===== src/rtl/lfsr_seq_ctrl_if.sv =====
// Host-side start/busy/done bundle for lfsr_seq_ctrl.
interface lfsr_seq_ctrl_if #(
  parameter int RUN_W = 8
);
  logic             start;
  logic [5:0]       seed_word;
  logic [RUN_W-1:0] run_len;
  logic             busy;
  logic             done;
  logic [5:0]       result;
  logic             zero_seed;

  modport master (
    output start,
    output seed_word,
    output run_len,
    input  busy,
    input  done,
    input  result,
    input  zero_seed
  );

  modport slave (
    input  start,
    input  seed_word,
    input  run_len,
    output busy,
    output done,
    output result,
    output zero_seed
  );
endinterface


===== src/rtl/lfsr_seq_ctrl.sv =====
// Seeds a 6-bit Fibonacci LFSR serially, free-runs it, captures the state.
// Optional zero-seed substitution: define LFSR_CTRL_ZERO_GUARD_EN.
module lfsr_seq_ctrl #(
  parameter int RUN_W = 8
) (
  input  logic            clk,
  input  logic            rst_n,
  lfsr_seq_ctrl_if.slave  host,
  input  logic [5:0]      lfsr_out,
  output logic            lfsr_enable,
  output logic            lfsr_seed
);

  localparam logic [1:0] S_IDLE = 2'd0;
  localparam logic [1:0] S_LOAD = 2'd1;
  localparam logic [1:0] S_RUN  = 2'd2;
  localparam logic [1:0] S_CAP  = 2'd3;

  logic [1:0]       state_q, state_d;
  logic [5:0]       seed_q, seed_d;
  logic [2:0]       bit_q, bit_d;
  logic [RUN_W-1:0] step_q, step_d;
  logic             en_q, en_d;
  logic             sd_q, sd_d;
  logic             busy_q, busy_d;
  logic             done_q, done_d;
  logic [5:0]       res_q, res_d;
  logic [5:0]       seed_eff;

`ifdef LFSR_CTRL_ZERO_GUARD_EN
  logic zhit_q, zhit_d;
  logic zs_q, zs_d;

  // All-zero locks the LFSR up, so swap in the smallest live seed.
  assign seed_eff = (host.seed_word == 6'd0) ? 6'd1 : host.seed_word;
`else
  assign seed_eff = host.seed_word;
`endif

  always_comb begin
    state_d = state_q;
    seed_d  = seed_q;
    bit_d   = bit_q;
    step_d  = step_q;
    en_d    = en_q;
    sd_d    = sd_q;
    busy_d  = busy_q;
    done_d  = 1'b0;
    res_d   = res_q;
`ifdef LFSR_CTRL_ZERO_GUARD_EN
    zhit_d  = zhit_q;
    zs_d    = zs_q;
`endif
    unique case (state_q)
      S_IDLE: begin
        if (host.start) begin
          seed_d  = seed_eff;
          step_d  = host.run_len;
          bit_d   = 3'd5;
          en_d    = 1'b1;
          sd_d    = seed_eff[5];
          busy_d  = 1'b1;
          state_d = S_LOAD;
`ifdef LFSR_CTRL_ZERO_GUARD_EN
          zhit_d  = (host.seed_word == 6'd0);
          zs_d    = 1'b0;
`endif
        end
      end
      S_LOAD: begin
        if (bit_q == 3'd0) begin
          en_d    = 1'b0;
          sd_d    = 1'b0;
          state_d = (step_q == '0) ? S_CAP : S_RUN;
        end else begin
          bit_d = bit_q - 3'd1;
          sd_d  = seed_q[bit_q - 3'd1];
        end
      end
      S_RUN: begin
        // Exit test precedes the decrement, so the counter never wraps.
        step_d = step_q - 1'b1;
        if (step_q == RUN_W'(1)) state_d = S_CAP;
      end
      S_CAP: begin
        res_d   = lfsr_out;
        done_d  = 1'b1;
        busy_d  = 1'b0;
        state_d = S_IDLE;
`ifdef LFSR_CTRL_ZERO_GUARD_EN
        zs_d    = zhit_q;
`endif
      end
      default: state_d = S_IDLE;
    endcase
  end

  always_ff @(posedge clk or negedge rst_n) begin
    if (!rst_n) begin
      state_q <= S_IDLE;
      seed_q  <= '0;
      bit_q   <= '0;
      step_q  <= '0;
      en_q    <= 1'b0;
      sd_q    <= 1'b0;
      busy_q  <= 1'b0;
      done_q  <= 1'b0;
      res_q   <= '0;
    end else begin
      state_q <= state_d;
      seed_q  <= seed_d;
      bit_q   <= bit_d;
      step_q  <= step_d;
      en_q    <= en_d;
      sd_q    <= sd_d;
      busy_q  <= busy_d;
      done_q  <= done_d;
      res_q   <= res_d;
    end
  end

`ifdef LFSR_CTRL_ZERO_GUARD_EN
  always_ff @(posedge clk or negedge rst_n) begin
    if (!rst_n) begin
      zhit_q <= 1'b0;
      zs_q   <= 1'b0;
    end else begin
      zhit_q <= zhit_d;
      zs_q   <= zs_d;
    end
  end

  assign host.zero_seed = zs_q;
`else
  assign host.zero_seed = 1'b0;
`endif

  assign lfsr_enable = en_q;
  assign lfsr_seed   = sd_q;
  assign host.busy   = busy_q;
  assign host.done   = done_q;
  assign host.result = res_q;

endmodule


===== src/flat_wrapper.sv =====
// flat-port wrapper written by rule: the top's interface ports become plain ports
module lfsr_seq_ctrl_flat 
#(
  parameter int RUN_W = 8
)
  (clk, rst_n, lfsr_out, lfsr_enable, lfsr_seed, host_start, host_seed_word, host_run_len, host_busy, host_done, host_result, host_zero_seed);
  lfsr_seq_ctrl_if #(.RUN_W(RUN_W)) host_i ();
  input  logic clk;
  input  logic rst_n;
  input  logic [5:0] lfsr_out;
  output logic lfsr_enable;
  output logic lfsr_seed;
  input wire logic [$bits(host_i.start)-1:0] host_start;
  input wire logic [$bits(host_i.seed_word)-1:0] host_seed_word;
  input wire logic [$bits(host_i.run_len)-1:0] host_run_len;
  output wire logic [$bits(host_i.busy)-1:0] host_busy;
  output wire logic [$bits(host_i.done)-1:0] host_done;
  output wire logic [$bits(host_i.result)-1:0] host_result;
  output wire logic [$bits(host_i.zero_seed)-1:0] host_zero_seed;
  assign host_i.start = host_start;
  assign host_i.seed_word = host_seed_word;
  assign host_i.run_len = host_run_len;
  assign host_busy = host_i.busy;
  assign host_done = host_i.done;
  assign host_result = host_i.result;
  assign host_zero_seed = host_i.zero_seed;
  lfsr_seq_ctrl #(.RUN_W(RUN_W)) u_core (.clk(clk), .rst_n(rst_n), .host(host_i), .lfsr_out(lfsr_out), .lfsr_enable(lfsr_enable), .lfsr_seed(lfsr_seed));
endmodule

===== config.mk =====
export PLATFORM = sky130hd
export DESIGN_NAME = lfsr_seq_ctrl_flat
export DESIGN_NICKNAME = d
export VERILOG_FILES = /design/src/rtl/lfsr_seq_ctrl_if.sv /design/src/rtl/lfsr_seq_ctrl.sv /design/src/flat_wrapper.sv
export SDC_FILE = /design/constraint.sdc
export NUM_CORES = 1
export LEC_CHECK = 0
export CAP_MARGIN = 20
export CORE_MARGIN = 2
export CORE_UTILIZATION = 47
export CTS_BUF_LIST = sky130_fd_sc_hd__clkbuf_4 sky130_fd_sc_hd__clkbuf_8
export DETAILED_ROUTE_END_ITERATION = 10
export MAX_ROUTING_LAYER = met4
export PLACE_DENSITY = 0.84
export SYNTH_ARGS = -nofsm -noshare
export SYNTH_HDL_FRONTEND = slang
export SYNTH_SLANG_ARGS = --single-unit
export TNS_END_PERCENT = 100

===== constraint.sdc =====
create_clock -name clk -period 1.68 [get_ports clk]
set_input_delay 0.336 -clock clk [delete_from_list [all_inputs] [get_ports clk]]
set_output_delay 0.336 -clock clk [all_outputs]
set_load 0.02 [all_outputs]

**Run 1: met3 routing**

(8 px per µm)
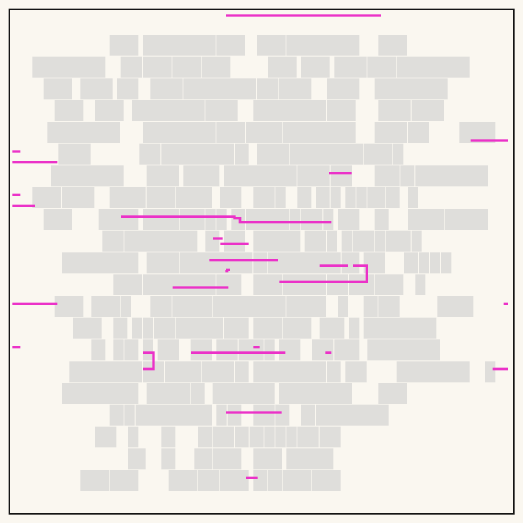
wire length on this layer: 131 µm
longest straight run: 19.1 µm
Vias: 1,424
GR Layer Usage met3: 4.144%
Total Routed Length: 4000 µm

**Run 1: the clock network**

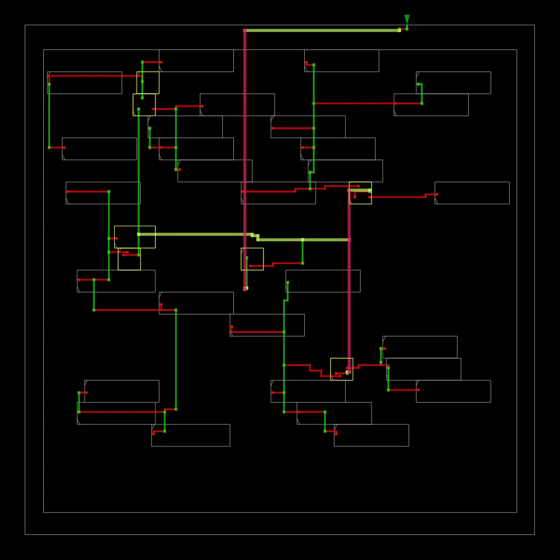
Latency at later pin: 0.32 ns
layout clock buffer count: 7

**Run 1: clock distribution**

(6 px per µm)
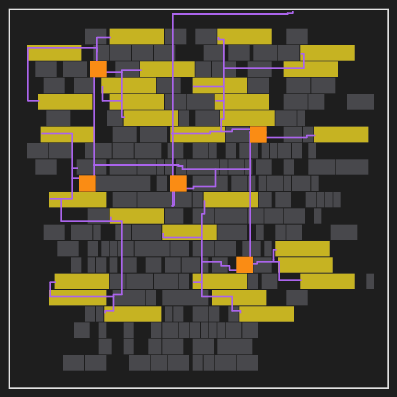
legend:
  orange:
    item: clock-net drivers
    count: 5
  purple:
    item: clock wires
    length: 381 µm
  yellow:
    item: flip-flops
    count: 29
flops lie: spread over the die
clock share of power: 10.2%
Post-Route Skew: 0.007464 ns
Clk power: 441 µW

==> results.yml, run 1 <==
# flow metrics
logic_synthesis:
  mux_share_pct: 15.27
  ys_seq_share_pct: 44.51
  ys_sh_aoi_pct: 15.96
  syn-cell-area_um2: 1630
  ys_warn_count: 0
  syn_inst: 160
  synth-simple-area-share_pct: 11.51
  xor_area_share_pct: 0
  ys_cells: 160
  synth_area_per_cell_um2: 10.19
floorplan:
  taps: 46
  row_count: 21
  dieHeight_um: 62.90
  core_region_area_um2: 3337
place:
  dp.cells: 246
  hpwl_um: 2757
  io_buffer_count: 32
grt:
  met1_usage_pct: 21.34
  antenna_found_initial: 0
  grt_pass1_wl_um: 6058
  grt_busiest_layer: "met2"
  grt_usage_pct: 20.20
  grt_pass1_vias: 1412
  grt_util_met2_pct: 35.51
drt:
  antenna_left: 0
  viasPerCell: 5.584
  met1Wirelength_um: 1630
  wl_met3_um: 130
  routed.top_layer: "met4"
  drt_first_pass_iters: 4
sta:
  fin_crit_sh_pct: 106.2
  max_freq_mhz: 560.5
  setup_violations: 1
  fin_ws_ns: -0.1043
  worstMarginPinSlew_ns: 0.5286
  fin_crit_ns: 1.784
  drv_slew: 0
  finalHoldViolCount: 0
  rsz0062_at_grt: "true"
setup_path:
  crit_start: "u_core.step_q[2]"
  reg2reg_depth: 4
  crit_path_max_fanout: 8
  cp.required_ns: 1.88
  critPathKind: "reg -> reg"
  r2r-end: "u_core.step_q[7]"
  worstReg2RegStart: "u_core.step_q[2]"
status:
  status: "complete, but fails checks"
  violations: "setup timing"
layout:
  final_core_util_pct: 68.02
  ff_latch_area_um2: 729.5
  nonClkBufAreaFrac_pct: 20.51
  fillers: 253
  logic_area_um2: 917.1
  layout.nets: 242
  dominant_cells: "combinational gates"
  area_growth_pct: 39.22
  signal_buffers: 50
  layout-drive-gt1-share_pct: 28.71
clock_tree:
  root_buffer: "clkbuf_4"
  cts.reportedPaths.clkPinSlew_ns: 0.09
  cts_max_path_buffers: 2
  cts_hold_buffers: 0
  cts_tree: "yes"
  cts_buffers: 5
  clock-sinks: 29
  h-tree-depth: 2
flow_run:
  warnings: 33
pwr:
  power_density_nw_per_um2: 1909
  peakVddDrop_mv: 1.094
  p_sw_share_pct: 41.27
  switchingPower_mw: 1.788
-- run 1: synthesized netlist by cell type, drive strengths merged --
cell     number  area [µm²]
dfrtp        29       725.7
a21oi        15       75.07
mux2         15       168.9
o21ai        12       63.81
inv          11       41.29
nor2         11       41.29
ha           10       125.1
nand2        10       37.54
mux2i         8       80.08
buf           6       30.03
a22o          3       26.28
nand3         3       15.01
or3           3       21.27
a22oi         2       15.01
clkbuf        2       7.510
o22ai         2       12.51
a21o          1       7.510
a311oi        1       8.760
a31o          1       8.760
a32oi         1       8.760
conb          1       3.750
nand2b        1       6.260
nand3b        1       7.510
nor2b         1       6.260
nor3b         1       7.510
nor4          1       6.260
nor4b         1       8.760
o2111ai       1       8.760
o211ai        1       7.510
o31a          1       8.760
o32ai         1       8.760
or3b          1       8.760
or4           1       11.26
or4b          1       10.01
-- run 1: power groups by stage --
stage / sequential, mW / combinational (mW) / clock, mW
5_1_grt: 1.38 / 2.77 / 0.504
4_1_cts: 1.32 / 2.33 / 0.454
6_report: 1.35 / 2.54 / 0.441
3_3_place_gp: 1.28 / 2.20 / 0
2_1_floorplan: 1.42 / 1.35 / 0
3_5_place_dp: 1.32 / 2.32 / 0
-- run 1: stage by stage --
step,cell area [µm²],worst slack (ns)
global placement,2093,0.02393
finish,2270,-0.1043
detailed placement,2093,-0.06886
floorplan,1633,0.01266
CTS,2161,0.001588
global route,2270,-0.1027
-- run 1: critical path: stages, from the launching register on --
cell and delay (ns):
dfrtp_2 0.48, or4_4 0.59, nor2_1 0.22, mux2i_1 0.25, a21oi_1 0.12
-- run 1: registers in the layout, summed over array words and instances (netlist names) --
register	flops
u_core.step_q	8
u_core.host.result	6
u_core.seed_q	6
u_core.bit_q	3
u_core.state_q	2
u_core.host.busy	1
u_core.host.done	1
u_core.lfsr_enable	1
u_core.lfsr_seed	1
**Run 1: the metal 1 layer**

(4 px per µm) Supply wires on this layer in grey.
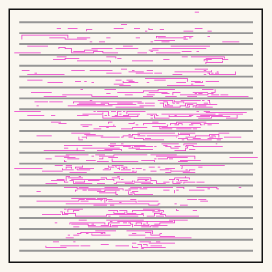

==> inputs of run 2 (changes only) <==
--- a/config.mk
+++ b/config.mk
@@ -7,11 +7,12 @@
 export LEC_CHECK = 0
 export CAP_MARGIN = 20
 export CORE_MARGIN = 2
-export CORE_UTILIZATION = 47
+export CORE_UTILIZATION = 40
 export CTS_BUF_LIST = sky130_fd_sc_hd__clkbuf_4 sky130_fd_sc_hd__clkbuf_8
 export DETAILED_ROUTE_END_ITERATION = 10
 export MAX_ROUTING_LAYER = met4
-export PLACE_DENSITY = 0.84
+export PLACE_DENSITY = 0.75
+export SKIP_CTS_REPAIR_TIMING = 1
 export SYNTH_ARGS = -nofsm -noshare
 export SYNTH_HDL_FRONTEND = slang
 export SYNTH_SLANG_ARGS = --single-unit
**Run 2: the metal 1 layer**

(4 px per µm) Supply wires on this layer in grey.
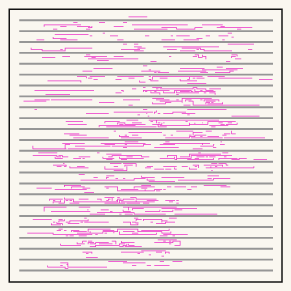
nets with wire on the layer: 222
share of all routed wire: 47%
Vias: 1,344
Total Routed Length: 3366 µm

**Run 2: the clock network**

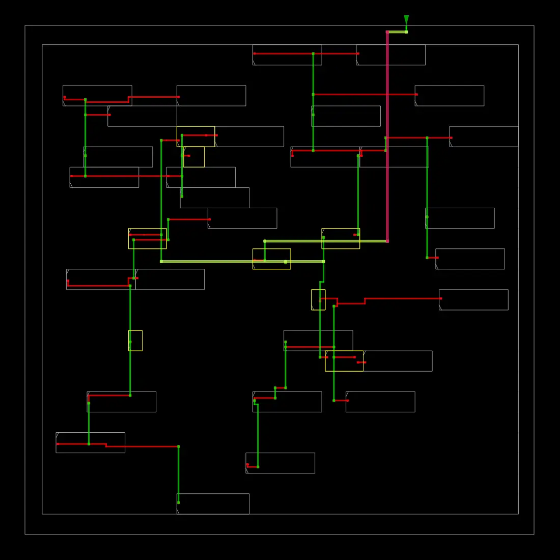
Flops: 29
Latency at later pin: 0.27 ns
CTS Sinks: 29
cts bufs inserted: 5
Clk power: 564 µW

==> run 2 against run 1 <==
Compared with the run above:
- the flow now finishes without violations
- total power down 1.7%
- via count decreased by 5.6%
- design area decreased by 0.50%
==> results.yml, run 2 <==
# flow metrics
logic_synthesis:
  ys_warn_count: 0
  syn-cell-area_um2: 1630
  top_area_cell: "dfrtp_1"
  syn_inst: 160
  top_area_share_pct: 44.51
  ys_seq_share_pct: 44.51
  ys_cells: 160
  top_cell: "dfrtp_1"
  top_cells_by_count: "29 x dfrtp_1, 15 x a21oi_1, 15 x mux2_2"
  edf_count: 0
  flop_cell: "dfrtp_1"
pwr:
  p_seq_mw: 1.31
  clkPwrFrac_pct: 13.2
  power_density_nw_per_um2: 1886
  power.group.top: "combinational cells"
  peakVddDrop_mv: 0.9199
  switchingPower_mw: 1.658
sta:
  setup_violations: 0
  drv_slew: 0
  fin_crit_ns: 1.626
  max_freq_mhz: 614.9
  fin_ws_ns: 0.05363
  rsz0062_at_grt: "true"
drt:
  drt_first_pass_iters: 4
  viasPerCell: 5.110
  antenna_left: 0
layout:
  fillers: 337
  logic_area_um2: 863.3
  layout-drive-gt1-share_pct: 27.70
  final_area_um2: 2258
  layout.nets: 245
  area_growth_pct: 38.53
  ff_latch_area_um2: 726.9
  largest_register_ffs: 8
  final_core_util_pct: 56.87
status:
  status: "complete, no violations"
grt:
  grt_pass1_vias: 1201
  grt_usage_pct: 15.43
  antenna_found_initial: 0
clock_tree:
  cts_tree: "yes"
  cts_max_path_buffers: 2
  h-tree-depth: 2
  root_buffer: "clkbuf_8"
place:
  hpwl_um: 2522
  dp.cells: 254
  dpl-instance-area_um2: 2128
  io_buffer_count: 32
setup_path:
  cp.required_ns: 1.84
  critPathKind: "reg -> reg"
  r2r-end: "u_core.state_q[1]"
  reg2reg_depth: 6
  worstReg2RegStart: "u_core.step_q[1]"
flow_run:
  warnings: 33
floorplan:
  core_region_area_um2: 3971
  dieHeight_um: 67.84
worst_hold_path:
  hold_path.class: "in -> async"
**Run 2: local utilization**

(6 px per µm) 7 x 7 tiles, from white (low) to dark blue (high), 0 to 100% covered.
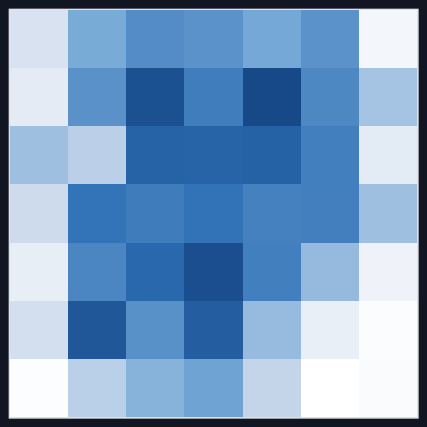
mean over tiles: 48%
emptiest ninth of the die: bottom right
fullest tile: 90%
tiles over 75% full: 18%
nearly empty tiles: 6.1%

-- run 2: cell counts after synthesis --
No cell type changed its count.
-- run 2: area by class of cell --
type                            instances  area share [%]
Clock buffer                            6           3.379
Clock inverter                          2          0.4432
Inverter                               11           1.828
Multi-Input combinational cell        112           38.23
Sequential cell                        29           32.19
Tap cell                               50           2.770
Timing Repair Buffer                   53           21.16
-- run 2: per-layer routing --
layer  global-route usage (%)  vias to the layer above  wire length, µm
met5                        -                        -                0
met4                    5.250                        0               27
met3                    2.961                        2               79
met2                    24.75                       17             1686
met1                    19.64                      652             1572
li1                         -                      673                -
-- run 2: worst max path at each step --
stage,endpoint,startpoint,slack [ns]
floorplan,u_core.step_q[6],u_core.step_q[1],0.01
global placement,u_core.seed_q[3],host_start,-0.02
detailed placement,u_core.seed_q[2],host_start,-0.05
CTS,u_core.step_q[6],u_core.step_q[1],-0.03
global route,u_core.step_q[7],u_core.step_q[2],-0.03
finish,u_core.state_q[1],u_core.step_q[1],0.05
-- run 2: metrics by stage --
stage | hold WS (ns) | total power [mW]
after floorplan | 0.04041 | 2.767
final | 0.4435 | 4.260
after global placement | 0.4840 | 3.558
after detailed placement | 0.4931 | 3.631
after global routing | 0.4722 | 4.600
after CTS | 0.4527 | 4.210
-- run 2: cell families after synthesis --
family / after synthesis / synth area share (%)
compound gates: 42 / 15.96
simple gates: 36 / 11.51
flops: 29 / 44.51
mux: 23 / 15.27
buf+inv: 19 / 4.835
fa+ha+maj: 10 / 7.675
other cells: 1 / 0.2300
-- run 2: critical path, stage by stage, from the launching register on --
cell	delay (ns)
dfrtp_1	0.39
inv_2	0.08
ha_1	0.13
or4b_4	0.46
o21ai_4	0.19
a21oi_1	0.08
a31o_1	0.19
No activity file was given, so power comes from the tool's default toggle rates.
